`config.mk`:
```
export PLATFORM = sky130hd
export DESIGN_NAME = instruction_fetch_unit
export DESIGN_NICKNAME = d
export VERILOG_FILES = /design/src/rtl/instruction_fetch_unit.sv
export SDC_FILE = /design/constraint.sdc
export NUM_CORES = 1
export LEC_CHECK = 0
export CAP_MARGIN = 20
export CORE_MARGIN = 5
export CORE_UTILIZATION = 45
export CTS_CLUSTER_DIAMETER = 200
export CTS_CLUSTER_SIZE = 40
export DETAILED_ROUTE_END_ITERATION = 16
export PLACE_DENSITY = 0.77
export SETUP_SLACK_MARGIN = 0.1
export SYNTH_ARGS = -nofsm -noshare
export SYNTH_HDL_FRONTEND = slang
export SYNTH_SLANG_ARGS = --single-unit
```
`constraint.sdc`:
```
create_clock -name clk -period 3.2 [get_ports clk]
set_input_delay 0.64 -clock clk [delete_from_list [all_inputs] [get_ports clk]]
set_output_delay 0.64 -clock clk [all_outputs]
set_load 0.01 [all_outputs]
```
`src/rtl/instruction_fetch_unit.sv`:
```
// LEGv8 multi-cycle front end: owns the PC, fetches over a ready-based
// memory port and holds the instruction until the controller retires it.
module instruction_fetch_unit #(
    parameter logic [63:0] RESET_PC = 64'h0,
    parameter int          MAX_WAIT = 16
) (
    input  logic        clk,
    input  logic        rst_n,
    output logic        imem_req,
    output logic [63:0] imem_addr,
    input  logic        imem_ready,
    input  logic [31:0] imem_rdata,
    output logic [31:0] instruction,
    output logic [9:0]  opcode,
    output logic        instr_valid,
    input  logic        instr_done,
    input  logic        branch,
    input  logic        alu_zero,
    input  logic [63:0] branch_offset,
    output logic [63:0] pc,
    output logic [31:0] retired_count,
    output logic        fetch_err
);

    typedef enum logic [1:0] {
        FETCH = 2'd0,
        ISSUE = 2'd1,
        ERR   = 2'd2
    } state_t;

    localparam logic [7:0] WAIT_LIMIT = 8'(MAX_WAIT);

    state_t      state;
    logic [7:0]  wait_cnt;
    logic [63:0] next_pc;
    logic        take_branch;

    // Branch target vs. sequential successor, picked at retirement
    always_comb begin
        take_branch = branch & alu_zero;
        next_pc     = pc + 64'd4;
        if (take_branch) begin
            next_pc = pc + (branch_offset << 2);
        end
    end

    // The address bus always reflects the current PC
    assign imem_addr = pc;
    assign opcode    = instruction[31:22];

    // Fetch/issue/error sequencing with all outputs registered
    always_ff @(posedge clk or negedge rst_n) begin
        if (!rst_n) begin
            state         <= FETCH;
            pc            <= RESET_PC;
            instruction   <= 32'h0;
            instr_valid   <= 1'b0;
            imem_req      <= 1'b0;
            retired_count <= 32'h0;
            fetch_err     <= 1'b0;
            wait_cnt      <= 8'h0;
        end else begin
            unique case (state)
                FETCH: begin
                    if (!imem_req) begin
                        // first cycle out of reset: open the request
                        imem_req <= 1'b1;
                        wait_cnt <= 8'h0;
                    end else if (imem_ready) begin
                        instruction <= imem_rdata;
                        instr_valid <= 1'b1;
                        imem_req    <= 1'b0;
                        wait_cnt    <= 8'h0;
                        state       <= ISSUE;
                    end else if (wait_cnt + 8'd1 >= WAIT_LIMIT) begin
                        imem_req  <= 1'b0;
                        fetch_err <= 1'b1;
                        wait_cnt  <= wait_cnt + 8'd1;
                        state     <= ERR;
                    end else begin
                        wait_cnt <= wait_cnt + 8'd1;
                    end
                end
                ISSUE: begin
                    if (instr_done) begin
                        pc            <= next_pc;
                        retired_count <= retired_count + 32'd1;
                        instr_valid   <= 1'b0;
                        imem_req      <= 1'b1;
                        wait_cnt      <= 8'h0;
                        state         <= FETCH;
                    end
                end
                ERR: begin
                    imem_req    <= 1'b0;
                    instr_valid <= 1'b0;
                    fetch_err   <= 1'b1;
                end
                default: begin
                    state <= FETCH;
                end
            endcase
        end
    end

endmodule
```
==> Slide: Implementation Results, run 1 <==
Synthesis and Place & Route Summary

Power
  – Seq group: 0.00307 W
  – Clock power share: 0.165
  – Sequential fraction of design power: 0.249
  – Internal: 0.007499 W
  – Top pwr grp: combinational logic
  – PnR Total Power: 0.01235 W

Yosys
  – Synth async-reset ratio: 1.000
  – Top-area cell share: 0.3363
  – Yosys Instances: 1183
  – Registers, synthesis: 139
  – Post-Synth AOI/OAI Area: 0.1851
  – Synth Area in XOR/XNOR: 0.07367

Setup path
  – Worst r2r dst: imem_addr[54]$_DFFE_PN0P_
  – Reg2reg setup slack: 0.18 ns
  – Worst EP arrival: 3.44 ns
  – Crit end category: register
  – CP startpoint: branch_offset[6]
  – Worst path slowest cell: clkdlybuf4s50_1
  – CP Class: input port to register

Cells and area
  – Layout cells sized above 1: 0.3073
  – Non-Filler Instances: 1935
  – Nonclk buf count: 574
  – Clock buf count: 17
  – MI comb cells: 883
  – Register area: 3478 um^2
  – Design area: 16510 um^2
  – Inverters: 22

Routing
  – DR top layer: met5
  – WL/cell: 18.72 um
  – Remaining DRCs: 0
  – Met3 WL post-DR: 2378 um

Die
  – Die Span X: 161.6 um
  – Core box area: 22640 um^2

STA
  – Max_slew headroom: 0.5329
  – Hold WS: 0.2069 ns
  – Cycle use final: 0.9816

Global routing
  – Largest net degree at the start of global routing: 73

Placement
  – Placed insts: 1870
  – Pre-CTS WS: -1.004 ns

Clock tree
  – Total clock sinks: 139

Outcome
  – Status: finished clean

Job
  – OpenROAD warnings: 34
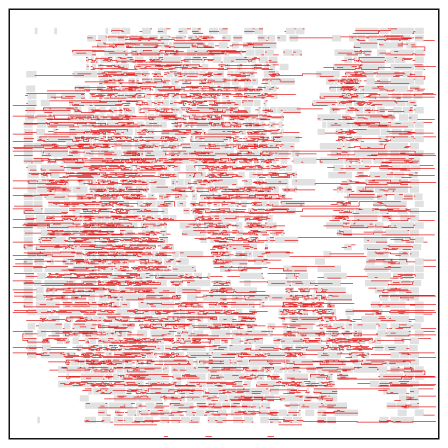
Figure 1: run 1, metal 1.
Cells faint in the background.
longest straight run: 57.5 um
share of all routed wire: 39%
wire length on this layer: 14300 um
main direction: horizontal
Routed Wire Length: 36230 um
met1 Resource Use GR: 0.3117
total number of vias: 10816

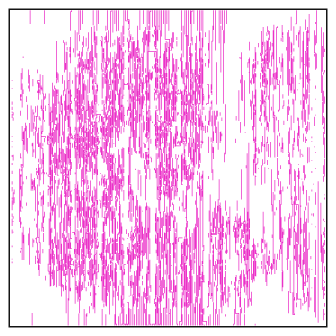
Figure 2: run 1, signal wires on met2.
main direction: vertical
share of all routed wire: 51%
wire length on this layer: 18300 um
longest straight run: 72.2 um
global-route met2 utilization: 0.4683

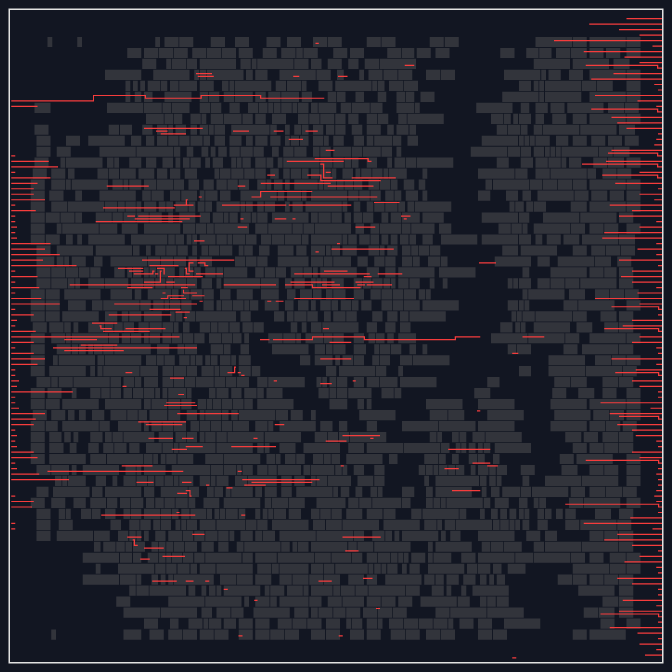
Figure 3: run 1, metal 3.
Cells faint in the background.
longest straight run: 41.4 um
nets with wire on the layer: 295
share of all routed wire: 6.6%
main direction: horizontal
wire length on this layer: 2380 um
met3 Use GR: 0.04644

Figure 4. M4 wires (run 1).
Scale bar: 50 um. Cells faint in the background.
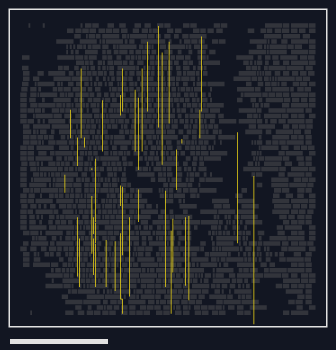

==> inputs of run 2 (changes only) <==
==> constraint.sdc (replaced) <==
create_clock -name clk -period 2.95 [get_ports clk]
set_input_delay 0.59 -clock clk [delete_from_list [all_inputs] [get_ports clk]]
set_output_delay 0.59 -clock clk [all_outputs]
set_load 0.01 [all_outputs]
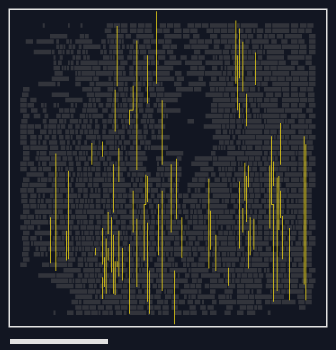
Figure 5: run 2, M4 wires.
Scale bar: 50 um. Cells faint in the background.
main direction: vertical
share of all routed wire: 4.6%
wire length on this layer: 1900 um
longest straight run: 79.6 um
total number of vias: 11557
Routed Wire Length: 41670 um

==> Slide: Implementation Results, run 2 <==
Synthesis and Place & Route Summary

STA
  – Clock Skews: 0.01737 ns
  – Tmin final: 3.293 ns
  – Max_slew headroom: 0.6289
  – Hold WS: 0.1096 ns
  – Setup ws final: -0.3434 ns
  – Hold Fails Final Rpt: 0
  – Cycle use final: 1.116
  – Final Setup Violations: 19

Power
  – PnR Total Power: 0.01414 W
  – Clock power share: 0.158
  – Internal: 0.008424 W
  – Seq group: 0.00330 W
  – Max IR drop VDD: 0.5460 mV
  – Leak: 7.876 nW
  – Clk power: 0.00224 W
  – Power density cells: 802.6 nW/um^2
  – Gate power share: 0.608
  – Top pwr grp: combinational logic
  – Psw: 0.005714 W
  – Sequential fraction of design power: 0.233

Clock tree
  – TritonCTS clock tree: done
  – Clock-pin transition on the worst setup and hold timing paths: 0.07 ns
  – Setup Buffers After CTS: 40
  – PostCTS Resize Cnt: 171
  – Total clock sinks: 139
  – CTS max path bufs: 2
  – Hold buffer count at cts: 0

Cells and area
  – Non-Filler Instances: 2008
  – Nonclk buf count: 647
  – Clock buf count: 17
  – Layout cells sized above 1: 0.3587
  – Inverters: 22
  – Num sequential: 139
  – Design area: 17610 um^2
  – MI comb cells: 883
  – Register area: 3478 um^2

Global routing
  – Grt total ovfl: 0
  – Met3 Use GR: 0.05078
  – Global-route met2 utilization: 0.5153
  – Met1 Resource Use GR: 0.3364
  – Largest net degree at the start of global routing: 81

Yosys
  – Registers, synthesis: 139
  – And+or+nand+nor area frac: 0.1814
  – Area fraction in mux cells: 0.03883
  – Synth Area in XOR/XNOR: 0.07367
  – Post-Synth AOI/OAI Area: 0.1851
  – Top-area cell share: 0.3363
  – Synth warn: 0
  – Synth async-reset ratio: 1.000
  – Main logic family: AND-OR/OR-AND gates
  – Synth Seq Share: 0.3363
  – Yosys Instances: 1183

Setup path
  – Reg2reg setup slack: -0.15 ns
  – Worst EP arrival: 3.62 ns
  – CP startpoint: branch_offset[30]
  – CP Class: input port to register
  – Worst path slowest cell: clkdlybuf4s50_1
  – Worst r2r dst: imem_addr[54]$_DFFE_PN0P_
  – Crit end category: register

Placement
  – Placed insts: 1913
  – Pre-CTS WS: -1.175 ns
  – Port Buffer Count: 300

Job
  – OpenROAD warnings: 34

Die
  – # IOs: 307
  – N_taps: 285
  – Core box area: 22640 um^2
  – Die Span X: 161.6 um
  – Die Size: 26120 um^2

Outcome
  – Failing checks: setup timing
  – Status: finished with violations

Routing
  – WL/cell: 20.75 um
  – Remaining DRCs: 0
  – DR top layer: met4
  – Pre-antenna DRT Iters: 6
  – Met3 WL post-DR: 2953 um
Figure 6. Track usage over the die (run 2).
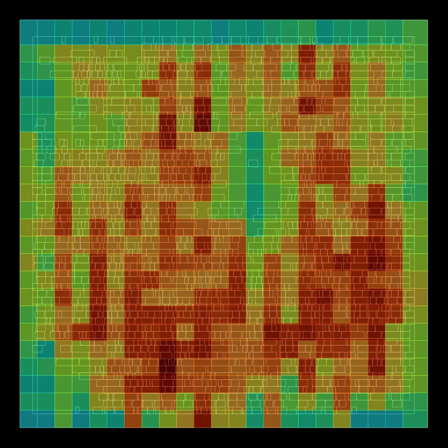

==> inputs of run 3 (changes only) <==
--- a/config.mk
+++ b/config.mk
@@ -13,6 +13,7 @@
 export DETAILED_ROUTE_END_ITERATION = 16
 export PLACE_DENSITY = 0.77
 export SETUP_SLACK_MARGIN = 0.1
+export SKIP_LAST_GASP = 1
 export SYNTH_ARGS = -nofsm -noshare
 export SYNTH_HDL_FRONTEND = slang
 export SYNTH_SLANG_ARGS = --single-unit
==> constraint.sdc (replaced) <==
create_clock -name clk -period 3.99 [get_ports clk]
set_input_delay 0.798 -clock clk [delete_from_list [all_inputs] [get_ports clk]]
set_output_delay 0.798 -clock clk [all_outputs]
set_load 0.01 [all_outputs]
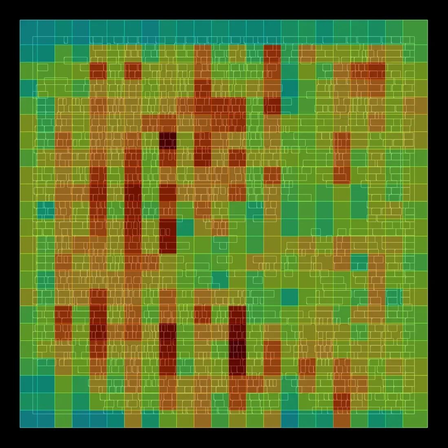
Figure 7: run 3, track usage over the die.
WL/cell: 17.06 um
met3 Use GR: 0.04440
met1 Resource Use GR: 0.3040
busiest grt layer: met2

==> Slide: Implementation Results, run 3 <==
Synthesis and Place & Route Summary

Power
  – Clk power: 0.00173 W
  – Seq group: 0.00241 W
  – Power density cells: 617.2 nW/um^2
  – Psw: 0.003539 W
  – PnR Total Power: 0.009342 W
  – Leak: 6.942 nW
  – Clock power share: 0.185

Routing
  – Met3 WL post-DR: 2039 um
  – Remaining DRCs: 0
  – Total number of vias: 10054
  – DR top layer: met5
  – Routed Wire Length: 31680 um

STA
  – Tmin final: 3.852 ns
  – Cycle use final: 0.9654
  – Max_slew headroom: 0.4323
  – Final Setup Violations: 0
  – Setup ws final: 0.1381 ns
  – Hold WS: 0.4521 ns

Yosys
  – Post-Synth AOI/OAI Area: 0.1851
  – Top-area cell share: 0.3363
  – Synth warn: 0
  – Synth Area in XOR/XNOR: 0.07367
  – Synth Seq Share: 0.3363
  – Registers, synthesis: 139
  – Area fraction in mux cells: 0.03883
  – And+or+nand+nor area frac: 0.1814
  – Synth async-reset ratio: 1.000

Cells and area
  – Nonclk buf count: 496
  – Layout cells sized above 1: 0.1978
  – Design area: 15140 um^2
  – Clock buf count: 19
  – Register area: 3478 um^2

Clock tree
  – Setup Buffers After CTS: 0
  – Hold buffer count at cts: 0
  – PostCTS Resize Cnt: 3

Die
  – Die Span X: 161.6 um
  – # IOs: 307
  – Die Size: 26120 um^2

Outcome
  – Status: finished clean

Placement
  – Port Buffer Count: 300
  – Pre-CTS WS: -0.4449 ns

Global routing
  – Largest net degree at the start of global routing: 90
  – Global-route met2 utilization: 0.4062
  – Grt total ovfl: 0

Job
  – OpenROAD warnings: 32
Power is estimated from default activity; no workload was simulated.
